run_1/cell_density.png
Drawn at 6 px/um. The die is cut into 7 by 7 equal tiles; dark blue is low, red is high, 0 to 100% covered.
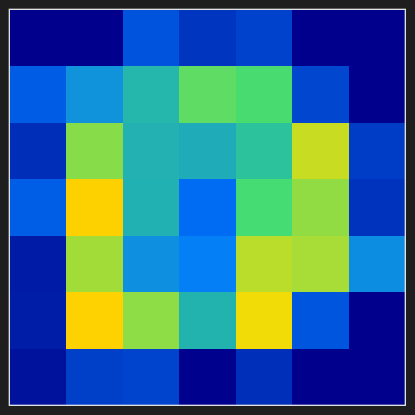
run_1/io_fan.png
Drawn at 4 px/um.
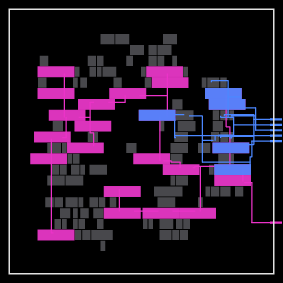
run_1/layer_met1.png
Drawn at 8 px/um. Supply wires on this layer in grey.
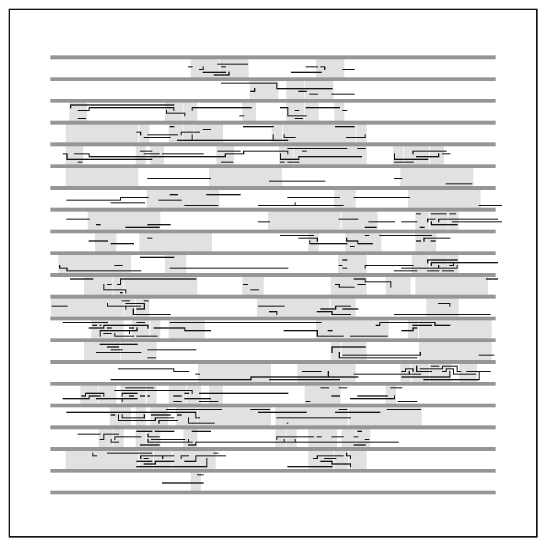
Design pcie_lector, sky130hd; sources not shown.
==> results_slide.txt, run 1 <==
Physical Implementation Snapshot

Routing
  – DRC errors left: 0
  – Count of TritonRoute iterations in the first routing pass: 4

Layout
  – Largest register FFs: 6
  – Highest-count logic cell in the final layout: sky130_fd_sc_hd__dfrtp_1
  – Layout cells sized above 1: under 10%
  – Total of fill cells in the finished design: ~300
  – Synthesis-to-finish area growth: 4.23%
  – Most frequently placed logic cells in the final layout: sky130_fd_sc_hd__dfrtp_1, sky130_fd_sc_hd__nor2_1, sky130_fd_sc_hd__a21oi_1, sky130_fd_sc_hd__mux2i_1, sky130_fd_sc_hd__nor2b_1
  – Finished Cell Area: 1300 um2
  – Number of nets in the finished design: ~140
  – Seq. cell area: 601 um2
  – Area used by multi-input combinational logic: just under 600 um2

Job
  – Number of max-cap violations: 0

Timing
  – Least-Margin Pin Slew: 886 ps
  – Highest attainable clock frequency: 317 MHz
  – Final cycle utilization of the critical path: ~66%
  – Final number of setup-violating endpoints: 0
  – Worst hold margin: roughly 180 ps
  – Number of hold-slack violations in the final timing report: 0
  – Number of max-slew violations in the final report: 0

Critical path
  – Critical path type: flop to primary output
  – Length in cells of the worst reg-to-reg path: 3
  – Slowest stage cell on the critical path: sky130_fd_sc_hd__a2111oi_2
  – Sequence of cells on the critical path: inv_1, ha_1, nand2b_1, a2111oi_2

Clock tree
  – Total number of clock tree sinks: 24
  – Hold-fix buffer count after cts: 0
  – H-tree levels: 1
  – Post-CTS Setup Bufs: 0

Logic synthesis
  – Yosys top cell area share: around 48%
  – Number of enable-type register cells in the synthesized netlist: 0
  – Number of nets at floorplan: between 100 and 150
  – Flops out of synthesis: 24
  – Chip area line of the yosys report: about 1200 um2
  – Post-synthesis sequential area ratio: approximately half

Pwr
  – P_int: ~270 uW
  – PD cells: between 200 and 300 nW/um2
  – Clock power share: between 20 and 25%
  – Switching power of the nets: about 120 uW

Global routing
  – Global-route wire length before repair: approximately 4000 um
  – Largest net degree at the start of global routing: 29
  – Via count of the first global-routing pass: between 800 and 900

Floorplan
  – Die outline width: about 66 um
  – Vertical die size: approximately 66 um
  – Overall die area: ~4300 um2

Placed design
  – Final weighted congestion in routability-driven placement: between 0.7 and 0.8
  – Hpwl dp: roughly 1800 um

Outcome
  – Result of the run: completed
Back to the opening pictures, cell_density.png:
fullest tile: 76%
nearly empty tiles: 18%
tiles over 75% full: 4.1%
mean over tiles: 29%
emptiest ninth of the die: upper right
standard cell core area: 3030 um2
fin util: 42.8%
fp util: 41.1%

Back to the opening pictures, io_fan.png:
[magenta] reset_L | bits: 1 | direction: input | edge: right | end cells: 24 | buffers: 0 | wire: 173 um
[blue] cnt_D0 | bits: 5 | direction: output | edge: right | end cells: 5 | buffers: 0 | wire: 161 um
num ports: 41
buffers added on ports: 0

Back to the opening pictures, layer_met1.png:
share of all routed wire: 40%
main direction: horizontal
longest straight run: 25.3 um
nets with wire on the layer: 127
global-route track usage on met1: 14.4%
Post-Route WL: 2490 um

-- run 1: power by group through the flow --
stage | logic (mW) | clock network [mW] | registers [mW]
2_1_floorplan | 0.0647 | 0 | 0.231
3_3_place_gp | 0.0640 | 0 | 0.237
3_5_place_dp | 0.0654 | 0 | 0.238
4_1_cts | 0.0656 | 0.0909 | 0.234
5_1_grt | 0.0715 | 0.100 | 0.236
6_report | 0.0648 | 0.0843 | 0.234
-- run 1: critical path: cells and delay by family, from the launching register on --
kind	cells	cell delay, ps
simple gates	1	150
fa+ha+maj	1	280
buf+inv	1	60
flops	1	400
compound gates	1	850
-- run 1: final cells by class --
type                    instances  share of cell area [%]
repair buffers                  1                   0.579
flip-flops and latches         24                    46.3
inverters                       5                    1.45
clock buffers                   3                    1.74
multi-input cells              86                    45.7
well taps                      44                    4.25
-- run 1: layer usage --
metal	vias up	global-route usage, %	wire length, um
li1	416	-	-
met2	17	20.0	1290
met4	0	3.89	20
met1	412	14.4	988
met3	2	5.64	194
met5	-	0	0
-- run 1: stage by stage --
stage	total power [mW]	utilization, %	worst slack (ps)
2_1_floorplan	0.296	-	949
3_3_place_gp	0.301	42.1	1670
3_5_place_dp	0.303	42.1	1660
4_1_cts	0.391	42.8	1600
5_1_grt	0.408	42.8	1500
6_report	0.383	42.8	1650
-- run 1: kinds of logic after synthesis --
group / synth area share [%]
AOI/OAI and AO/OA: 9.56
xor gates and xnor gates: 2.82
adders and majority gates: 5.03
buffers and inverters: 4.63
DFF: 48.3
muxes: 7.34
and+or+nand+nor: 22.3
run_1/placement.png
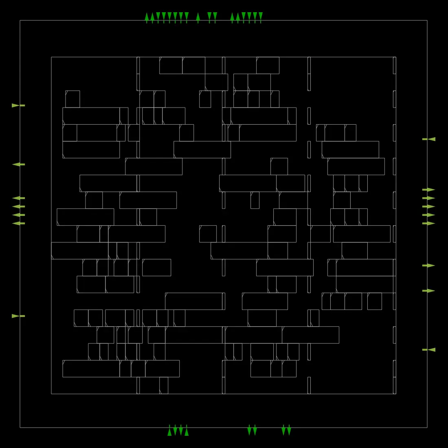

==> run 2, diff against run 1 <==
Clock period 4.8 ns to 2.9 ns, I/O delays scaled along.
run_2/placement.png
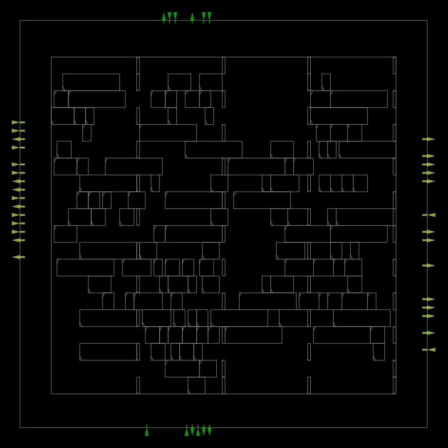
fin util: 43.7%
registers: 24
Seq/total area: 45.4%
tapcells inserted: 44
Std-Cell Rows: 20

==> run 2 against run 1 <==
Against the previous run: die size did not move; final cell count rose by 2.5%; combinational power rose by 93%; synthesized cell count did not move; final area rose by 2.1%; sequential share of layout area fell by 0.96 points; power rose by 69%; via count rose by 2.7%; clock power rose by 67%; global-route usage fell by 0.20 points; routed wire length fell by 1.0%; largest cell class unchanged; highest routed layer unchanged.
==> results_slide.txt, run 2 <==
Physical Implementation Snapshot

Routing
  – DRC errors left: 0 (unchanged)
  – Post-Route WL: 2460 um (-1.0%)

Timing
  – Final number of setup-violating endpoints: 0 (unchanged)
  – Highest attainable clock frequency: 402 MHz
  – Number of hold-slack violations in the final timing report: 0 (unchanged)

Layout
  – Most frequently placed logic cells in the final layout: sky130_fd_sc_hd__dfrtp_1, sky130_fd_sc_hd__nor2_1, sky130_fd_sc_hd__a21oi_1, sky130_fd_sc_hd__mux2i_1, sky130_fd_sc_hd__nor2b_1
  – Layout cells sized above 1: 9.76% (+3.0 points)
  – Largest register FFs: 6 (unchanged)

Floorplan
  – Num ports: 41 (unchanged)
  – Fp util: 41.1% (unchanged)
  – Vertical die size: 65.8 um (unchanged)
  – Overall die area: 4320 um2 (unchanged)
  – Standard cell core area: 3030 um2 (unchanged)
  – Die outline width: 65.8 um (unchanged)

Critical path
  – Critical path's top delay family: flip-flops
  – Sequence of cells on the critical path: inv_1, ha_1, nand2b_1, a2111oi_2, buf_4
  – Slowest stage cell on the critical path: sky130_fd_sc_hd__dfrtp_1
  – Length in cells of the worst reg-to-reg path: 4 (+1)
  – Critical path type: flop to primary output
  – Critical Path Stages: 5 (+1)
  – CP Buf/Inv Count: 2 (+1)

Global routing
  – Largest net degree at the start of global routing: 29 (unchanged)
  – Global-route track usage on met1: 13.0% (-1.3 points)
  – Global-route wire length before repair: 3990 um (-1.5%)

Clock tree
  – Post-CTS Setup Bufs: 0 (unchanged)
  – Total number of clock tree sinks: 24 (unchanged)

Placed design
  – Hpwl dp: 1820 um (+1.3%)
  – Buffers added on ports: 0 (unchanged)
  – Final weighted congestion in routability-driven placement: 0.687 (-8.0%)

Logic synthesis
  – Yosys top cell area share: 48.3% (unchanged)
  – Number of enable-type register cells in the synthesized netlist: 0 (unchanged)
  – Post-synthesis sequential area ratio: 48.3% (unchanged)
  – Number of nets at floorplan: 144 (unchanged)
  – Flops out of synthesis: 24 (unchanged)

Outcome
  – Result of the run: completed
run 2: repair_timing:
| item | 4_1_cts | 5_1_grt |
|---|---|---|
| hold buffers | 1 | 0 |
| endpoints found under the hold margin | 24 | 0 |
| endpoints found under the setup margin | 0 | 0 |
run 2: cells by family after synthesis:
group,share of synthesized area [%]
AND/OR/NAND/NOR,22.3
adder cells (fa/ha/maj),5.03
XOR/XNOR,2.82
AND-OR/OR-AND,9.56
multiplexers,7.34
buffers and inverters,4.63
flip-flops,48.3
run 2: metrics by stage:
stage	utilization, %	setup WS (ps)	instances	hold WS [ps]	cell area [um2]
floorplan	-	185	121	134	1240
CTS	43.9	383	167	155	1330
finish	43.7	412	167	77.2	1320
global route	43.7	265	167	117	1320
global placement	42.8	798	163	135	1300
detailed placement	42.8	747	163	135	1300
run 2: metal layers:
| layer | part of all wire, % | routed length, um |
|---|---|---|
| met1 | 40 | 978 |
| met2 | 47 | 1170 |
| met3 | 12 | 304 |
| met4 | 0.65 | 16 |
| met5 | 0 | 0 |
run 2: layout make-up:
cell class	count	area, um2
fillers	299	1700
flip-flops and latches	24	601
multi-input cells	86	592
well taps	44	55.1
repair buffers	5	35.0
clock buffers	3	22.5
inverters	5	18.8
run 2: power breakdown:
part / total, mW / switching [mW] / internal (mW)
Clock: 0.141 / 0.0928 / 0.0485
Combinational: 0.125 / 0.0817 / 0.0430
Sequential: 0.379 / 0.0267 / 0.352
run 2: worst register-to-register path: stages (launching register included):
cell,delay (ps)
sky130_fd_sc_hd__dfrtp_1,580
sky130_fd_sc_hd__buf_4,280
sky130_fd_sc_hd__nor3b_2,310
sky130_fd_sc_hd__nand4_1,140
sky130_fd_sc_hd__mux2_1,330
Power and IR drop assume default switching activity.
